==> config.mk <==
export PLATFORM = sky130hd
export DESIGN_NAME = hazard_stall_ctrl
export DESIGN_NICKNAME = d
export VERILOG_FILES = /design/src/rtl/hazard_stall_ctrl.sv
export SDC_FILE = /design/constraint.sdc
export NUM_CORES = 1
export LEC_CHECK = 0
export ABC_AREA = 1
export CORE_MARGIN = 4
export CORE_UTILIZATION = 39
export DETAILED_ROUTE_END_ITERATION = 12
export PLACE_DENSITY = 0.68
export SYNTH_ARGS = -nofsm -noshare
export SYNTH_HDL_FRONTEND = slang
export SYNTH_SLANG_ARGS = --single-unit
==> constraint.sdc <==
create_clock -name clk -period 1.9 [get_ports clk]
set_input_delay 0.285 -clock clk [delete_from_list [all_inputs] [get_ports clk]]
set_output_delay 0.285 -clock clk [all_outputs]
set_load 0.01 [all_outputs]
**Selected gate families**

Drawn at 4 px/µm.
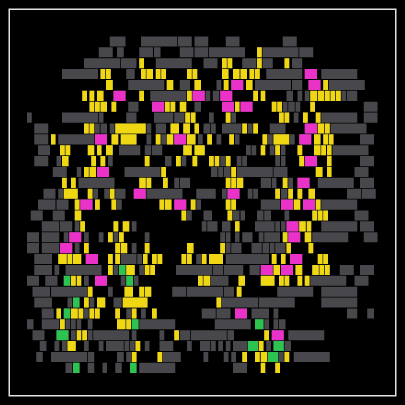
yellow -> NAND gates  # cells 228
magenta -> XOR/XNOR gates  # cells 33
green -> inverting AOI/OAI gates  # cells 13
most numerous logic cell after layout: nand2_1
logic gate fraction of the total cell area: 45.8%
number of cells in the finished layout apart from fillers: 660

**A small window of the routed layout**

Region (33, 52) to (63, 82) µm. Cells in gray, sequential cells in the stronger gray; small squares are vias.
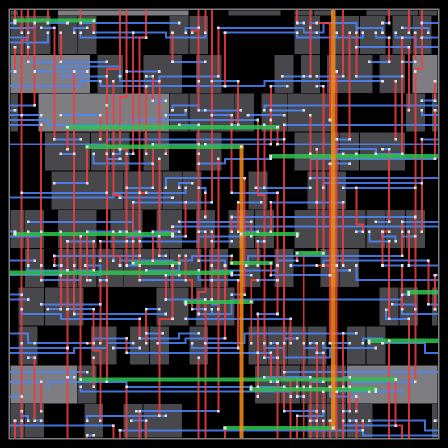
orange -> met4
red -> met2
blue -> met1
green -> met3
sequential cells in the window = 4
cells with their middle in the window = 95
most frequent = nand2_1 (34), nor2_1 (12), nand3_1 (12)

**Metal layers overlaid**

Drawn at 4 px/µm. Only two layers are drawn.
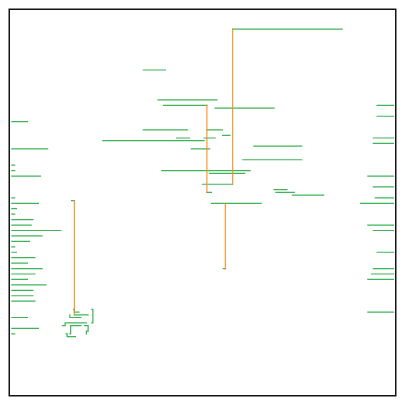
green -> met3  # wire length 463 µm
orange -> met4  # wire length 105 µm
drt total wl: 8.65 mm
WL per Instance: 13.1 µm
gr usage total: 19.3%

==> impl_results.html <==
<!-- implementation run metrics -->
<table>
<tr><th>Metric</th><th>Value</th></tr>
<tr><th colspan="2">Synthesis</th></tr>
<tr><td>Prevailing post-synth register cell</td><td>dfrtp_1</td></tr>
<tr><td>Simple-Gate Fraction of Synth Area</td><td>42.8%</td></tr>
<tr><td>Number of register bits inferred by synthesis</td><td>37</td></tr>
<tr><td>Yosys synthesis warning count</td><td>0</td></tr>
<tr><td>Dominant kind of combinational cell</td><td>simple AND/OR/NAND/NOR gates</td></tr>
<tr><td>Post-Syn Nets</td><td>513</td></tr>
<tr><td>Fraction of registers with async set/reset</td><td>100%</td></tr>
<tr><td>Share of cell area taken by muxes after synthesis</td><td>0%</td></tr>
<tr><td>Count of different cell masters after synthesis</td><td>27</td></tr>
<tr><td>Complex-gate fraction of the synthesized area</td><td>2.43%</td></tr>
<tr><td>XOR Share, Synth</td><td>a little under a tenth</td></tr>
<tr><td>EDFF count, synth</td><td>0</td></tr>
<tr><td>Largest cells by area after synthesis</td><td>dfrtp_1 30%, nand2_1 21%, inv_1 7.8%</td></tr>
<tr><td>Cell count in the Yosys report</td><td>470</td></tr>
<tr><td>Area reported by Yosys stat</td><td>3040 µm²</td></tr>
<tr><td>Dominant cell by count in the synthesized netlist</td><td>nand2_1</td></tr>
<tr><td>Area of the mapped netlist</td><td>roughly 3000 µm²</td></tr>
<tr><td>Area leader, netlist</td><td>dfrtp_1</td></tr>
<tr><td>Mapped Avg Cell Area</td><td>6.46 µm²</td></tr>
<tr><td>Number of instances in the synthesized netlist</td><td>470</td></tr>
<tr><td>Synth top cells by count</td><td>172 x nand2_1, 63 x inv_1, 51 x nor2_1</td></tr>
<tr><td>Part of the Yosys area used for sequential elements</td><td>30.5%</td></tr>
<tr><td>Top cell type's share of synthesized area</td><td>a little under a third</td></tr>
<tr><th colspan="2">GRT</th></tr>
<tr><td>Maximum number of pins on one net before global-route repair</td><td>38</td></tr>
<tr><td>Vias in the first global route</td><td>2980</td></tr>
<tr><td>M2 GR Usage</td><td>31.8%</td></tr>
<tr><td>Met1 usage in global routing</td><td>26.3%</td></tr>
<tr><td>Overflow left after global routing</td><td>0</td></tr>
<tr><td>Initial antenna violation count</td><td>0</td></tr>
<tr><td>Global routing's busiest layer</td><td>met2</td></tr>
<tr><th colspan="2">Power</th></tr>
<tr><td>Combinational logic power</td><td>about 0.00093 W</td></tr>
<tr><td>Total power of the final layout</td><td>0.00263 W</td></tr>
<tr><td>Power of the sequential group</td><td>0.000991 W</td></tr>
<tr><td>Net switching power figure</td><td>0.000884 W</td></tr>
<tr><td>Power share of the combinational group</td><td>35.3%</td></tr>
<tr><td>Net switching fraction of the power</td><td>33.6%</td></tr>
<tr><td>Fraction of power consumed by sequential logic</td><td>between 30 and 40%</td></tr>
<tr><td>Relative contribution of the clock network to total power</td><td>27.1%</td></tr>
<tr><td>Power Density</td><td>approximately 630 nW/µm²</td></tr>
<tr><td>Group with the largest share of power</td><td>sequential cells</td></tr>
<tr><td>Total clock network power</td><td>between 0.0007 and 0.0008 W</td></tr>
<tr><td>Internal power</td><td>0.00175 W</td></tr>
<tr><td>Leak pwr</td><td>2.12 nW</td></tr>
<tr><th colspan="2">Worst setup path</th></tr>
<tr><td>Family with the most delay on the worst path</td><td>simple AND/OR/NAND/NOR gates</td></tr>
<tr><td>Number of cells on the worst reg-to-reg path</td><td>10</td></tr>
<tr><td>Category of the worst setup path capture point</td><td>register</td></tr>
<tr><td>Register-to-register setup slack</td><td>160 ps</td></tr>
<tr><td>Buffers &amp; Inverters on Critical Path</td><td>1</td></tr>
<tr><td>Cell-by-cell trace of the critical path</td><td>ha_1, nand3_2, nor2_4, nand3b_2, nor2_4, nand4_4, nand2_4, buf_4, nand2_1, nand2_1</td></tr>
<tr><td>Slowest library cell on the worst path</td><td>dfrtp_1</td></tr>
<tr><td>CP Data Arrival Time</td><td>slightly below 2000 ps</td></tr>
<tr><td>Depth of the critical timing path with buffers and inverters included</td><td>10</td></tr>
<tr><td>Startpoint type of the worst setup path</td><td>register</td></tr>
<tr><td>Worst Path Max Fanout</td><td>17</td></tr>
<tr><td>Crit path required time</td><td>2130 ps</td></tr>
<tr><td>Worst setup path category</td><td>reg2reg</td></tr>
<tr><th colspan="2">Timing</th></tr>
<tr><td>Final critical-path required period</td><td>1740 ps</td></tr>
<tr><td>Total count of max-transition violations in the final report</td><td>0</td></tr>
<tr><td>Fin Clk Skew</td><td>about 6.7 ps</td></tr>
<tr><td>Setup slack after layout</td><td>159 ps</td></tr>
<tr><td>Post-route worst hold slack</td><td>between 30 and 40 ps</td></tr>
<tr><td>Setup repair after global routing missed its margin</td><td>false</td></tr>
<tr><td>Highest attainable clock frequency</td><td>574 MHz</td></tr>
<tr><td>Share of the cycle needed by the critical path after routing</td><td>91.6%</td></tr>
<tr><td>Final hold viol count</td><td>0</td></tr>
<tr><td>Final-layout setup total negative slack</td><td>0 ps</td></tr>
<tr><td>Final number of setup-violating endpoints</td><td>0</td></tr>
<tr><th colspan="2">Die</th></tr>
<tr><td>Std-Cell Core Area</td><td>roughly 7400 µm²</td></tr>
<tr><td>Die boundary height</td><td>96.3 µm</td></tr>
<tr><td>Site Rows</td><td>31</td></tr>
<tr><td>Initial standard-cell utilization of the core</td><td>41.0%</td></tr>
<tr><td>Count of inserted tapcells</td><td>99</td></tr>
<tr><td>Total I/O pin count</td><td>72</td></tr>
<tr><td>Die X</td><td>~96 µm</td></tr>
<tr><td>Die Size</td><td>between 9000 and 10000 µm²</td></tr>
<tr><th colspan="2">Detailed routing</th></tr>
<tr><td>DR vias</td><td>around 3.2k</td></tr>
<tr><td>Highest layer used for signal routing</td><td>met4</td></tr>
<tr><td>Detailed-routing iteration count for the pre-antenna-repair pass</td><td>5</td></tr>
<tr><td>Met3 layer wire length in the routed design</td><td>462 µm</td></tr>
<tr><td>DR WL met2</td><td>4.02 mm</td></tr>
<tr><td>Total routed wire length on the met1 layer</td><td>between 4 and 5 mm</td></tr>
<tr><td>Antenna-violating nets left</td><td>0</td></tr>
<tr><td>Via density per instance</td><td>slightly below 5</td></tr>
<tr><td>DRC</td><td>0</td></tr>
<tr><th colspan="2">Final layout</th></tr>
<tr><td>Largest cell class</td><td>multi-input combinational cells</td></tr>
<tr><td>Summed area of non-filler cells in the final layout</td><td>4160 µm²</td></tr>
<tr><td>Number of diodes added for antenna fixing</td><td>0</td></tr>
<tr><td>Total of plain and repair buffers excluding clock buffers</td><td>95</td></tr>
<tr><td>Inverters</td><td>around 63</td></tr>
<tr><td>Post-layout utilization of the core</td><td>56.1%</td></tr>
<tr><td>Area taken by multi-input logic gates</td><td>1910 µm²</td></tr>
<tr><td>Largest register FFs</td><td>32</td></tr>
<tr><td>Leading cell types in the layout, fill and taps excluded</td><td>167 x nand2_1, 54 x inv_1, 49 x nor2_1</td></tr>
<tr><td>Fill cell total of the finished layout</td><td>around 710</td></tr>
<tr><td>Layout net count</td><td>around 600</td></tr>
<tr><td>Seq/total area</td><td>22.3%</td></tr>
<tr><td>Data-path buffer share of cell area in the final layout</td><td>20.3%</td></tr>
<tr><td>Final-layout clock-cell area share</td><td>2.80%</td></tr>
<tr><td>Comb gates</td><td>358</td></tr>
<tr><td>Area growth from synthesis to final layout</td><td>36.8%</td></tr>
<tr><td>Register area</td><td>926 µm²</td></tr>
<tr><th colspan="2">Outcome</th></tr>
<tr><td>Status</td><td>finished clean</td></tr>
<tr><th colspan="2">CTS</th></tr>
<tr><td>Number of sinks on the clock net</td><td>37</td></tr>
<tr><td>Clock latency on the worst-skew pair</td><td>290 ps</td></tr>
<tr><td>Clock-pin slew on the worst setup and hold paths</td><td>70 ps</td></tr>
<tr><td>Cell at the root of the clock tree</td><td>clkbuf_8</td></tr>
<tr><td>TritonCTS clock tree</td><td>yes</td></tr>
<tr><td>Inserted Clock Buffers</td><td>5</td></tr>
<tr><td>Level count of the clock H-tree</td><td>2</td></tr>
<tr><td>Cts hold-fix bufs</td><td>0</td></tr>
<tr><td>Clk buf depth</td><td>2</td></tr>
<tr><td>Number of gates resized after cts</td><td>approximately 59</td></tr>
<tr><th colspan="2">Job</th></tr>
<tr><td>Maximum Capacitance Violations</td><td>0</td></tr>
<tr><th colspan="2">Worst hold path</th></tr>
<tr><td>Type of the worst min-delay path</td><td>in2async</td></tr>
<tr><th colspan="2">Placed design</th></tr>
<tr><td>HPWL after DPL</td><td>roughly 6.8 mm</td></tr>
<tr><td>Cell area after placement</td><td>between 3000 and 4000 µm²</td></tr>
<tr><td>Setup Slack @ Placement</td><td>-714 ps</td></tr>
<tr><td>Final weighted congestion in routability-driven placement</td><td>0.973</td></tr>
<tr><td>Port Buf Inserts</td><td>70</td></tr>
</table>
Power is estimated from default activity; no workload was simulated.
